Fig. 1: routed metal, one colour a layer
The bar under the picture is 200 um long.
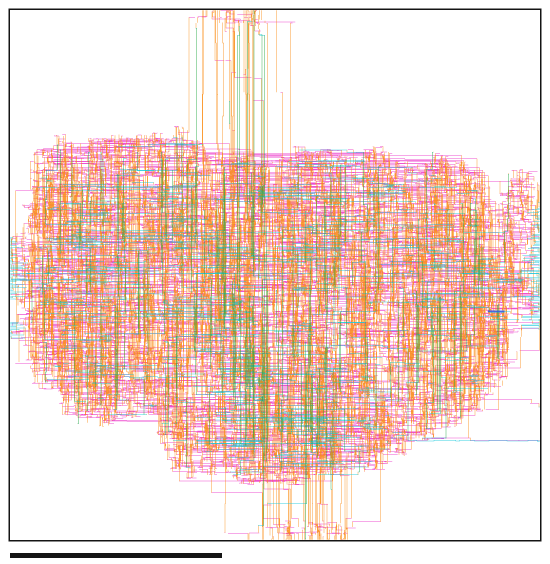
Fig. 2: cells coloured by class
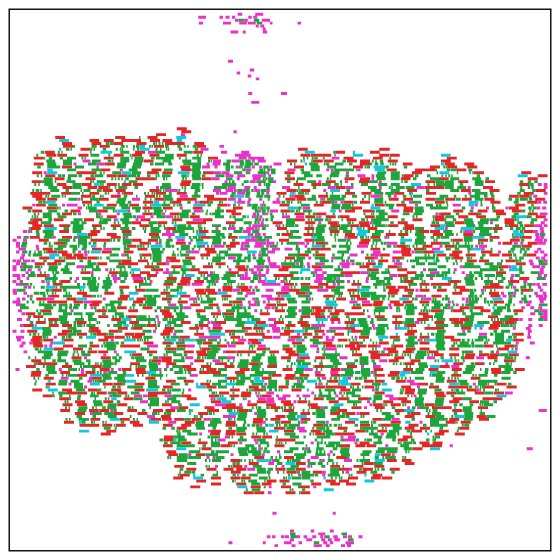
Fig. 3: routing congestion
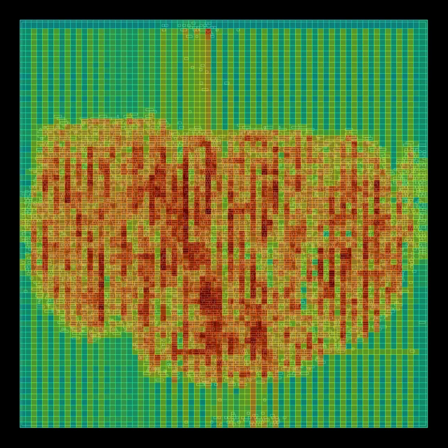
Fig. 4: signal metal coverage by tile
The bar under the picture is 200 um long. 25 x 25 tiles, from dark blue (low) to red (high), scaled to the fullest tile. Values are wire area over tile area, all layers added.
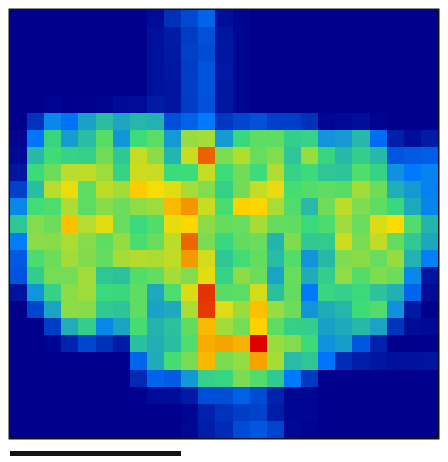
Fig. 5: register map, names as in the netlist
The bar under the picture is 200 um long. Other cells in grey.
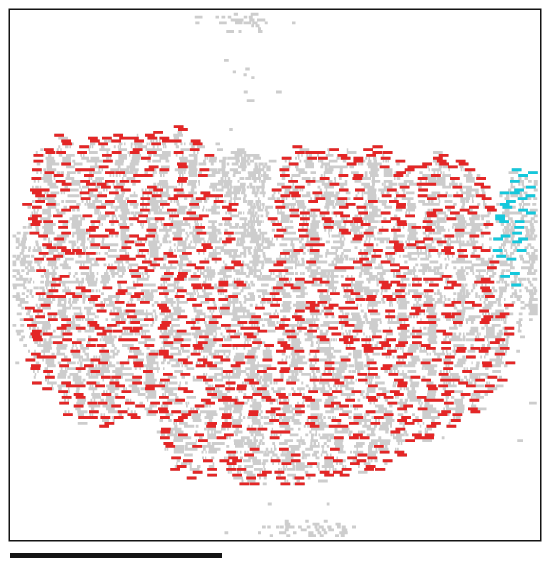
==> config.mk <==
export PLATFORM = sky130hd
export DESIGN_NAME = wb_regfile
export DESIGN_NICKNAME = d
export VERILOG_FILES = /design/src/rtl/wb_regfile.sv
export SDC_FILE = /design/constraint.sdc
export NUM_CORES = 2
export LEC_CHECK = 0
export CAP_MARGIN = 20
export CORE_MARGIN = 2
export CORE_UTILIZATION = 25
export DETAILED_ROUTE_END_ITERATION = 7
export PLACE_DENSITY = 0.5
export SLEW_MARGIN = 20
export SYNTH_ARGS = -nofsm -noshare
export SYNTH_HDL_FRONTEND = slang
export SYNTH_SLANG_ARGS = --single-unit
==> constraint.sdc <==
create_clock -name Clk -period 4.2 [get_ports Clk]
set_input_delay 0.84 -clock Clk [delete_from_list [all_inputs] [get_ports Clk]]
set_output_delay 0.84 -clock Clk [all_outputs]
set_load 0.01 [all_outputs]
==> src/rtl/wb_regfile.sv <==
// Write-back stage and 32x32 architectural register file for the five-stage MIPS pipeline.
// Selects the write-back value (including the jal link write), commits it, and serves bypassed ID reads.
module wb_regfile #(
    parameter logic [31:0] SP_INIT = 32'h0000_3FFC,
    parameter logic [4:0]  RA_REG  = 5'd31
) (
    input  logic        Clk,
    input  logic        Rst_n,
    input  logic        regWrite_in,
    input  logic        regWrite_jal_in,
    input  logic [31:0] PCPlusFour_in,
    input  logic [31:0] RegData_in,
    input  logic [4:0]  RegDst_in,
    input  logic [4:0]  RsAddr,
    input  logic [4:0]  RtAddr,
    output logic [31:0] RsData,
    output logic [31:0] RtData,
    input  logic [4:0]  DbgAddr,
    output logic [31:0] DbgData,
    output logic [31:0] WbCount
);

    localparam logic [4:0] SP_REG = 5'd29;

    logic        wrEn;
    logic [4:0]  wrAddr;
    logic [31:0] wrData;

    logic [31:0] regs_q [32];
    logic [31:0] wbCount_q;
    logic [31:0] wbCount_d;

    // The jal link write takes over both destination and data whenever it is requested.
    always_comb begin
        wrEn   = regWrite_in | regWrite_jal_in;
        wrAddr = regWrite_jal_in ? RA_REG : RegDst_in;
        wrData = regWrite_jal_in ? PCPlusFour_in : RegData_in;
    end

    always_ff @(posedge Clk or negedge Rst_n) begin
        if (!Rst_n) begin
            for (int i = 0; i < 32; i++) begin
                regs_q[i] <= (5'(i) == SP_REG) ? SP_INIT : 32'd0;
            end
        end else if (wrEn && (wrAddr != 5'd0)) begin
            regs_q[wrAddr] <= wrData;
        end
    end

    // Writes aimed at $0 are dropped above but still retire, so they still count.
    always_comb begin
        wbCount_d = wbCount_q;
        if (wrEn) begin
            wbCount_d = wbCount_q + 32'd1;
        end
    end

    always_ff @(posedge Clk or negedge Rst_n) begin
        if (!Rst_n) begin
            wbCount_q <= 32'd0;
        end else begin
            wbCount_q <= wbCount_d;
        end
    end

    always_comb begin
        RsData = regs_q[RsAddr];
        if (RsAddr == 5'd0) begin
            RsData = 32'd0;
        end else if (wrEn && (wrAddr == RsAddr)) begin
            RsData = wrData;
        end
    end

    always_comb begin
        RtData = regs_q[RtAddr];
        if (RtAddr == 5'd0) begin
            RtData = 32'd0;
        end else if (wrEn && (wrAddr == RtAddr)) begin
            RtData = wrData;
        end
    end

    // Debug port shows committed state only, so it deliberately skips the bypass.
    always_comb begin
        DbgData = (DbgAddr == 5'd0) ? 32'd0 : regs_q[DbgAddr];
        WbCount = wbCount_q;
    end

endmodule

==> flow_summary.toml <==
# physical design summary
[outcome]
status = "completed"

[global_routing]
grt-ovfl-total = 0
grt_pass1_vias = 48213
antenna_found_initial = 6
grt_max_degree = 115

[synthesis]
synth-simple-area-share_pct = 8.494
syn_inst = 5280
ys_cells = 5280
top_cell_area_share_pct = 42.41
ys_area_um2 = 61600
synthXorXnorAreaFrac_pct = 0.4834
syn_area_um2 = 61600
ys_dominant_reg_cell = "dfrtp_1"

[routing]
ant_nets = 0
drc_errors = 0

[power]
switching_share_pct = 30.86
combPwrFrac_pct = 24.3
p_sw_uw = 9706
peakVddDrop_uv = 330.1

[clocking]
clk_pin_slew_ps = 70
clock_tree.root_cell = "clkbuf_16"
clock_latency_ps = 750
cts_num_sinks = 1056

[die]
io_pins = 216
initCoreUtil_pct = 25.09
chip_area_um2 = 250400

[flow_run]
max_cap_viol_count = 0
warnings = 40

[worst_setup_path]
crit_chain = "buf_12, buf_16, buf_12, mux4_2, mux4_2, nand2_1, o21ai_0, buf_4, clkdlybuf4s50_1"
required_ps = 3360
path_class = "input pin to output port"
critPathMaxFanout = 10

[sta]
setup_tns_ps = 0

[cells_and_area]
fin_util_pct = 31.30

[place]
gp_congestion = 0.8838
-- Fig. 1 (at the start) --
colour	layer	wire length
green	M4	14,600 um
cyan	M3	19,900 um
orange	M2	120 mm
magenta	M1	101 mm
blue	M5	13.8 um

-- Fig. 2 (at the start) --
colour	class	cells	share of their area
cyan	clock drivers and dummy loads	215	5.4%
red	sequential cells	1,056	36%
green	remaining logic cells	3,623	46%
magenta	remaining buffers and delay cells	798	12%

-- Fig. 3 (at the start) --
grt met1 use: 26.35%
met2 Usage GRT: 32.19%
routing usage on met3: 3.445%

-- Fig. 4 (at the start) --
densest ninth of the die	centre
emptiest ninth of the die	north-east
nearly empty tiles	35%
fullest tile	0.60
WL per Instance: 28.72 um
GRT Overall Usage: 20.10%
final WL: 256.0 mm
via count: 49.11k

-- Fig. 5 (at the start) --
colour	netlist name	placed flops
red	`regs_q`	1,024
cyan	`WbCount`	32

what timing repair did:
item | in CTS | in global routing
endpoints found under the setup margin | 73 | 28
resized | 158 | 14
cloned | 5 | 1
setup buffers | 38 | 22
pin swaps | 13 | 1
power groups by stage:
| stage | clock network (uW) | logic [uW] | registers, uW |
|---|---|---|---|
| floorplan | 0 | 4550 | 12700 |
| global placement | 0 | 7470 | 13000 |
| detailed placement | 0 | 7540 | 13100 |
| CTS | 11000 | 7630 | 12900 |
| global route | 11400 | 8130 | 13200 |
| finish | 10800 | 7630 | 13000 |
logic make-up (layout without fill, tap and decap cells):
family                     Yosys count  in the layout
adders and majority gates            1              1
other                                0              2
AOI/OAI and AO/OA                 1329           1329
and+or+nand+nor                   1274           1274
xor gates and xnor gates            34             34
buffers and inverters              669           1081
DFF                               1056           1056
muxes                              917            917
cells in the final DEF, fill, tap and decap left out, drive strengths merged, types with 124 or more instances in the layout:
master / instances
clkbuf: 171
clkdlybuf4s50: 124
o22ai: 210
nor2: 374
buf: 601
a21oi: 357
nand2: 739
dfrtp: 1044
o21ai: 674
mux4: 833
critical path: cells and delay by family:
| kind | cells | cell delay (ps) |
|---|---|---|
| mux | 2 | 970 |
| simple gates | 1 | 70 |
| buf+inv | 5 | 1220 |
| compound gates | 1 | 180 |
layout make-up:
class	instances	area, um2
inverter	68	255.2
tap	3220	4029
antenna	2	5.005
fill	24636	168600
clock inverter	45	533.0
timing repair buffer	798	9064
multi-input combinational	3555	33120
clock buffer	170	3396
sequential	1056	26440
layer usage:
layer / wire, um / track usage [%] / vias up
li1: - / - / 20527
met1: 101400 / 26.35 / 25548
met2: 120100 / 32.19 / 2462
met3: 19900 / 3.445 / 574
met4: 14550 / 9.783 / 2
met5: 13 / 0 / -
flip-flops by register name (all words and copies together) (netlist names):
| register | flops |
|---|---|
| WbCount | 32 |
| regs_q | 1024 |
metrics by stage:
step | worst slack, ps | power [uW]
final | 8.361 | 31450
after global routing | -2.958 | 32760
after global placement | -860.1 | 20450
after floorplan | 614.9 | 17240
after detailed placement | -825.3 | 20650
after CTS | 3.015 | 31560
final timing paths:
kind	from	end	slack, ps	cells past startpoint
worst min register to register	regs_q[1002]	regs_q[1002]	420	0
worst max-delay path	DbgAddr[0]	DbgData[0]	8	9
worst max register to register	WbCount[5]	WbCount[29]	2150	5
max in group asynchronous	Rst_n	regs_q[24]	2920	3
min in group Clk	regs_q[1002]	regs_q[1002]	420	0
worst min-delay path	Rst_n	regs_q[804]	20	1
Power and IR drop assume default switching activity.
